$ cat config.mk
export PLATFORM = sky130hd
export DESIGN_NAME = imem_dmem_arbiter
export DESIGN_NICKNAME = d
export VERILOG_FILES = /design/src/rtl/imem_dmem_arbiter.sv
export SDC_FILE = /design/constraint.sdc
export NUM_CORES = 1
export LEC_CHECK = 0
export CORE_AREA = 3 3 106 108
export CTS_CLUSTER_DIAMETER = 40
export DETAILED_ROUTE_END_ITERATION = 8
export DIE_AREA = 0 0 109 111
export DONT_BUFFER_PORTS = 1
export PLACE_DENSITY = 0.35
export RECOVER_POWER = 25
export SLEW_MARGIN = 20
export SYNTH_ARGS = -nofsm -noshare
export SYNTH_HDL_FRONTEND = slang
export SYNTH_SLANG_ARGS = --single-unit
$ cat constraint.sdc
create_clock -name clk -period 4.6 [get_ports clk]
set_clock_uncertainty 0.15 [all_clocks]
set_input_delay 1.38 -clock clk [delete_from_list [all_inputs] [get_ports clk]]
set_output_delay 1.38 -clock clk [all_outputs]
set_load 0.01 [all_outputs]
$ cat src/rtl/imem_dmem_arbiter.sv
// imem_dmem_arbiter: shares one memory port between instruction fetch and
// the load/store unit. One transaction is outstanding at a time, and the
// response is steered back to whichever side issued it. A fetch can be
// killed (branch redirect) so its stale response is dropped. Load/store
// normally has priority over fetch.
// Optional feature: define ARB_STARVE_EN to promote fetch after STARVE_MAX
// lost issue slots.
module imem_dmem_arbiter #(
  parameter int AW         = 32,
  parameter int DW         = 32,
  parameter int STARVE_MAX = 8
) (
  input  logic            clk,
  input  logic            rstn,
  // instruction fetch
  input  logic            if_req,
  input  logic [AW-1:0]   if_addr,
  input  logic            if_kill,
  output logic            if_gnt,
  output logic            if_rvalid,
  output logic [DW-1:0]   if_rdata,
  // load/store
  input  logic            ls_req,
  input  logic            ls_we,
  input  logic [DW/8-1:0] ls_be,
  input  logic [AW-1:0]   ls_addr,
  input  logic [DW-1:0]   ls_wdata,
  output logic            ls_gnt,
  output logic            ls_rvalid,
  output logic [DW-1:0]   ls_rdata,
  // memory bus
  output logic            mem_req,
  output logic            mem_we,
  output logic [DW/8-1:0] mem_be,
  output logic [AW-1:0]   mem_addr,
  output logic [DW-1:0]   mem_wdata,
  input  logic            mem_gnt,
  input  logic            mem_rvalid,
  input  logic [DW-1:0]   mem_rdata
);

  typedef enum logic [1:0] {
    IDLE    = 2'd0,
    BUSY_IF = 2'd1,
    BUSY_LS = 2'd2
  } state_t;

  state_t state, state_next;
  logic   killed, killed_next;
  logic   issue_slot;
  logic   pick_if, pick_ls;
  logic   promote;

`ifdef ARB_STARVE_EN
  localparam int CW = $clog2(STARVE_MAX + 1);
  logic [CW-1:0] starve_cnt, starve_cnt_next;

  // Fetch wins outright once it has lost STARVE_MAX issue slots in a row.
  assign promote = (starve_cnt == CW'(STARVE_MAX));

  // Starvation counter register.
  always_ff @(posedge clk or negedge rstn) begin
    if (!rstn) starve_cnt <= '0;
    else       starve_cnt <= starve_cnt_next;
  end

  // Count issue slots where fetch wanted the bus but load/store took it.
  always_comb begin
    starve_cnt_next = starve_cnt;
    if (if_gnt)
      starve_cnt_next = '0;
    else if (issue_slot && if_req && !pick_if && !promote)
      starve_cnt_next = starve_cnt + 1'b1;
  end
`else
  assign promote = 1'b0;
`endif

  // State and kill flag registers.
  always_ff @(posedge clk or negedge rstn) begin
    if (!rstn) begin
      state  <= IDLE;
      killed <= 1'b0;
    end else begin
      state  <= state_next;
      killed <= killed_next;
    end
  end

  // Arbitration, request steering, response routing and next state.
  always_comb begin
    // An issue is possible when idle, or when the outstanding transaction
    // completes this cycle (back-to-back). Held off while in reset so every
    // output is quiet.
    issue_slot  = rstn && ((state == IDLE) || mem_rvalid);
    pick_ls     = issue_slot && ls_req && !promote;
    pick_if     = issue_slot && if_req && (!ls_req || promote);

    mem_req     = pick_ls || pick_if;
    mem_we      = 1'b0;
    mem_be      = '0;
    mem_addr    = '0;
    mem_wdata   = '0;
    if (pick_ls) begin
      mem_we    = ls_we;
      mem_be    = ls_be;
      mem_addr  = ls_addr;
      mem_wdata = ls_wdata;
    end else if (pick_if) begin
      mem_be    = '1;
      mem_addr  = if_addr;
    end

    ls_gnt      = pick_ls && mem_gnt;
    if_gnt      = pick_if && mem_gnt;

    // A kill either earlier in the transaction or in the response cycle
    // itself drops the fetch response.
    if_rvalid   = (state == BUSY_IF) && mem_rvalid && !killed && !if_kill;
    ls_rvalid   = (state == BUSY_LS) && mem_rvalid;
    if_rdata    = if_rvalid ? mem_rdata : '0;
    ls_rdata    = ls_rvalid ? mem_rdata : '0;

    state_next  = state;
    if (ls_gnt)
      state_next = BUSY_LS;
    else if (if_gnt)
      state_next = BUSY_IF;
    else if (state != IDLE && mem_rvalid)
      state_next = IDLE;

    // The kill flag belongs to the current fetch only; it is dropped as soon
    // as that fetch completes, even if another fetch follows immediately.
    killed_next = 1'b0;
    if (state == BUSY_IF && !mem_rvalid)
      killed_next = killed || if_kill;
  end

endmodule
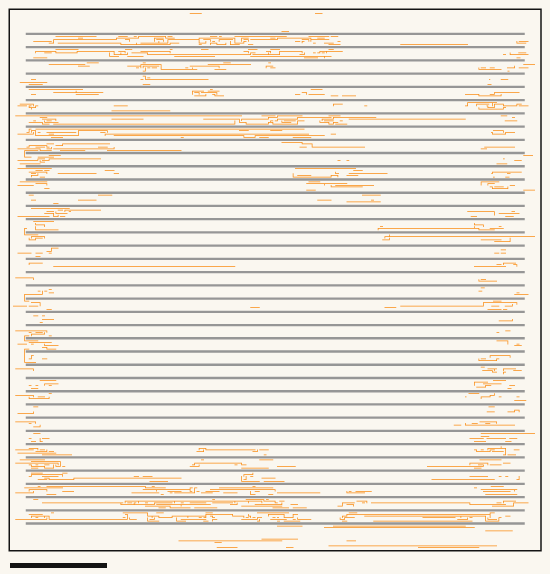
run_1/m1.png
Scale bar: 20 um. Supply wires on this layer in grey.
longest straight run: 55.2 um
main direction: horizontal
nets with wire on the layer: 323
final wirelength: 7.93 mm
GR met1 Demand/Resource: 12.4%
via count: 2200

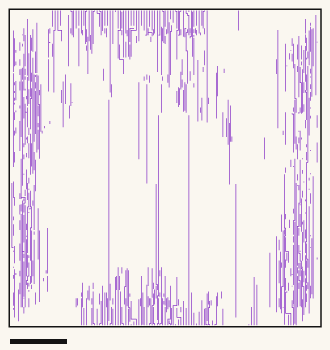
run_1/m2.png
Scale bar: 20 um.
longest straight run: 77.5 um
nets with wire on the layer: 385
wire length on this layer: 4380 um
share of all routed wire: 55%
main direction: vertical
met2 Track Usage GR: 23.1%

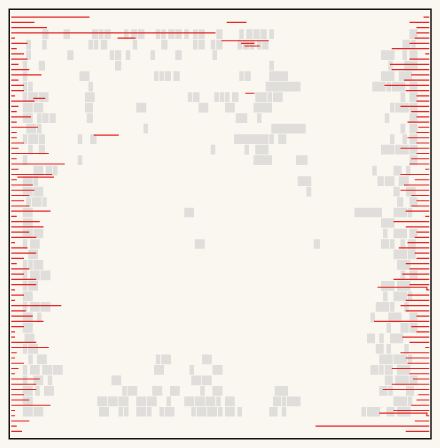
run_1/m3.png
wire length on this layer: 898 um
nets with wire on the layer: 164
main direction: horizontal
share of all routed wire: 11%
global-route track usage on met3: 2.04%

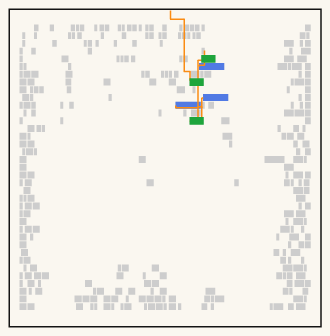
run_1/clock_wires.png
legend:
  flip-flops:
    colour: blue
    count: 3
  clock wires:
    colour: orange
    length: 86.8 um
  clock-net drivers:
    colour: green
    count: 3
routed clock nets: 4
Clock group: 0.0755 mW
clock share of power: 30.1%

==> impl_metrics.csv, run 1 <==
group,metric,value,unit
run_status,outcome,"completed",
worst_hold_path,hp-start,"state[1]",
final_layout,nNetsFinal,446,
critical_path,cp-end-kind,"primary output",
routing,vias_per_cell,4.99,
floorplan,fp-utilization,18.6,%
power_and_ir_drop,p_sw,0.119,mW
final_layout,area.share.sequential,3.65,%
timing,tightest_slew,0.605,ns
floorplan,rows,37,
synthesis,adder_share,0,%
final_layout,lay_top_cells,"nand2_1 (70), nor3_1 (38), a211oi_1 (36), inv_1 (33), nand3b_1 (32)",
final_layout,utilization,19.9,%
critical_path,cp_cell_sequence,"or4b_2 > buf_12 > nor3_2",
placed_design,dp_cells,437,
critical_path,cp_max_fo,21,
final_layout,nNonClkInverters,35,
final_layout,drive_gt1_share,14.4,%
placed_design,gp_congestion,0.673,
worst_hold_path,hold_path_end,"killed",
cts,clock-root-buffer,"clkbuf_8",
final_layout,buffers_excl_clock,14,
synthesis,synth_area,1920,um2
synthesis,syn_nets,467,
timing,hold_viol,0,
cts,postCtsSetupBuffers,0,
final_layout,flop_area,75.1,um2
power_and_ir_drop,peakVddDrop,0.0415,mV
critical_path,crit_end,"if_rdata[27]",
cts,clockBufferDepth,2,
routing,met1_length,2.61,mm
global_routing,grt_use_total,11.6,%
critical_path,rrSetupSlack,2.92,ns
critical_path,cp-startpoint,"if_kill",
power_and_ir_drop,cellLeakagePower,0.762,nW
final_layout,antenna_cells,0,
synthesis,edf_count,0,
timing,hold_ws,0.370,ns
timing,drv_slew,0,
synthesis,yosys.cell_count.top_type,"nand2_1",
final_layout,nFillCells,1183,
critical_path,path_delay_family,"simple AND/OR/NAND/NOR gates",
timing,layout_setup_ws,0.367,ns
==> run 2, diff against run 1 <==
--- a/config.mk
+++ b/config.mk
@@ -7,6 +7,7 @@
 export LEC_CHECK = 0
 export CORE_AREA = 3 3 106 108
 export CTS_CLUSTER_DIAMETER = 40
+export CTS_CLUSTER_SIZE = 28
 export DETAILED_ROUTE_END_ITERATION = 8
 export DIE_AREA = 0 0 109 111
 export DONT_BUFFER_PORTS = 1
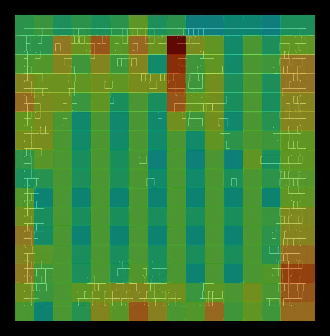
run_2/congestion_map.png
WL/cell: 18.0 um
Util after Layout: 19.9%

==> run 2 against run 1 <==
Against the previous run: worst hold slack did not move; synthesized cell count did not move; global-route usage did not move; critical path depth did not move; sequential cell count did not move; clock-buffer cell count did not move; sequential power barely moved; die size did not move; clock power barely moved.
==> impl_metrics.csv, run 2 <==
group,metric,value,unit
routing,num_vias,2200,
critical_path,cp_max_fo,21,
final_layout,nFillCells,1183,
timing,layout_setup_ws,0.367,ns
power_and_ir_drop,cellLeakagePower,0.762,nW
timing,tightest_slew,0.605,ns
final_layout,nNetsFinal,446,
final_layout,flop_area,75.1,um2
power_and_ir_drop,p_sw,0.119,mW
routing,vias_per_cell,4.99,
floorplan,rows,37,
timing,hold_viol,0,
final_layout,lay_top_cells,"nand2_1 (70), nor3_1 (38), a211oi_1 (36), inv_1 (33), nand3b_1 (32)",
worst_hold_path,hold_path_end,"killed",
final_layout,antenna_cells,0,
global_routing,use_met2,23.1,%
global_routing,grtUsageMet1,12.4,%
cts,clockBufferDepth,2,
timing,hold_ws,0.370,ns
final_layout,buffers_excl_clock,14,
synthesis,adder_share,0,%
synthesis,edf_count,0,
critical_path,cp-startpoint,"if_kill",
placed_design,gp_congestion,0.673,
power_and_ir_drop,powerClk,0.0755,mW
final_layout,area.share.sequential,3.65,%
synthesis,yosys.cell_count.top_type,"nand2_1",
power_and_ir_drop,peakVddDrop,0.0415,mV
synthesis,syn_nets,467,
synthesis,synth_area,1920,um2
critical_path,cp_cell_sequence,"or4b_2 > buf_12 > nor3_2",
critical_path,rrSetupSlack,2.92,ns
cts,postCtsSetupBuffers,0,
cts,clock-root-buffer,"clkbuf_8",
floorplan,fp-utilization,18.6,%
routing,wl,7.93,mm
run_status,outcome,"completed",
routing,met1_length,2.61,mm
Power figures rest on the tool's default switching activity, not on a simulated workload.
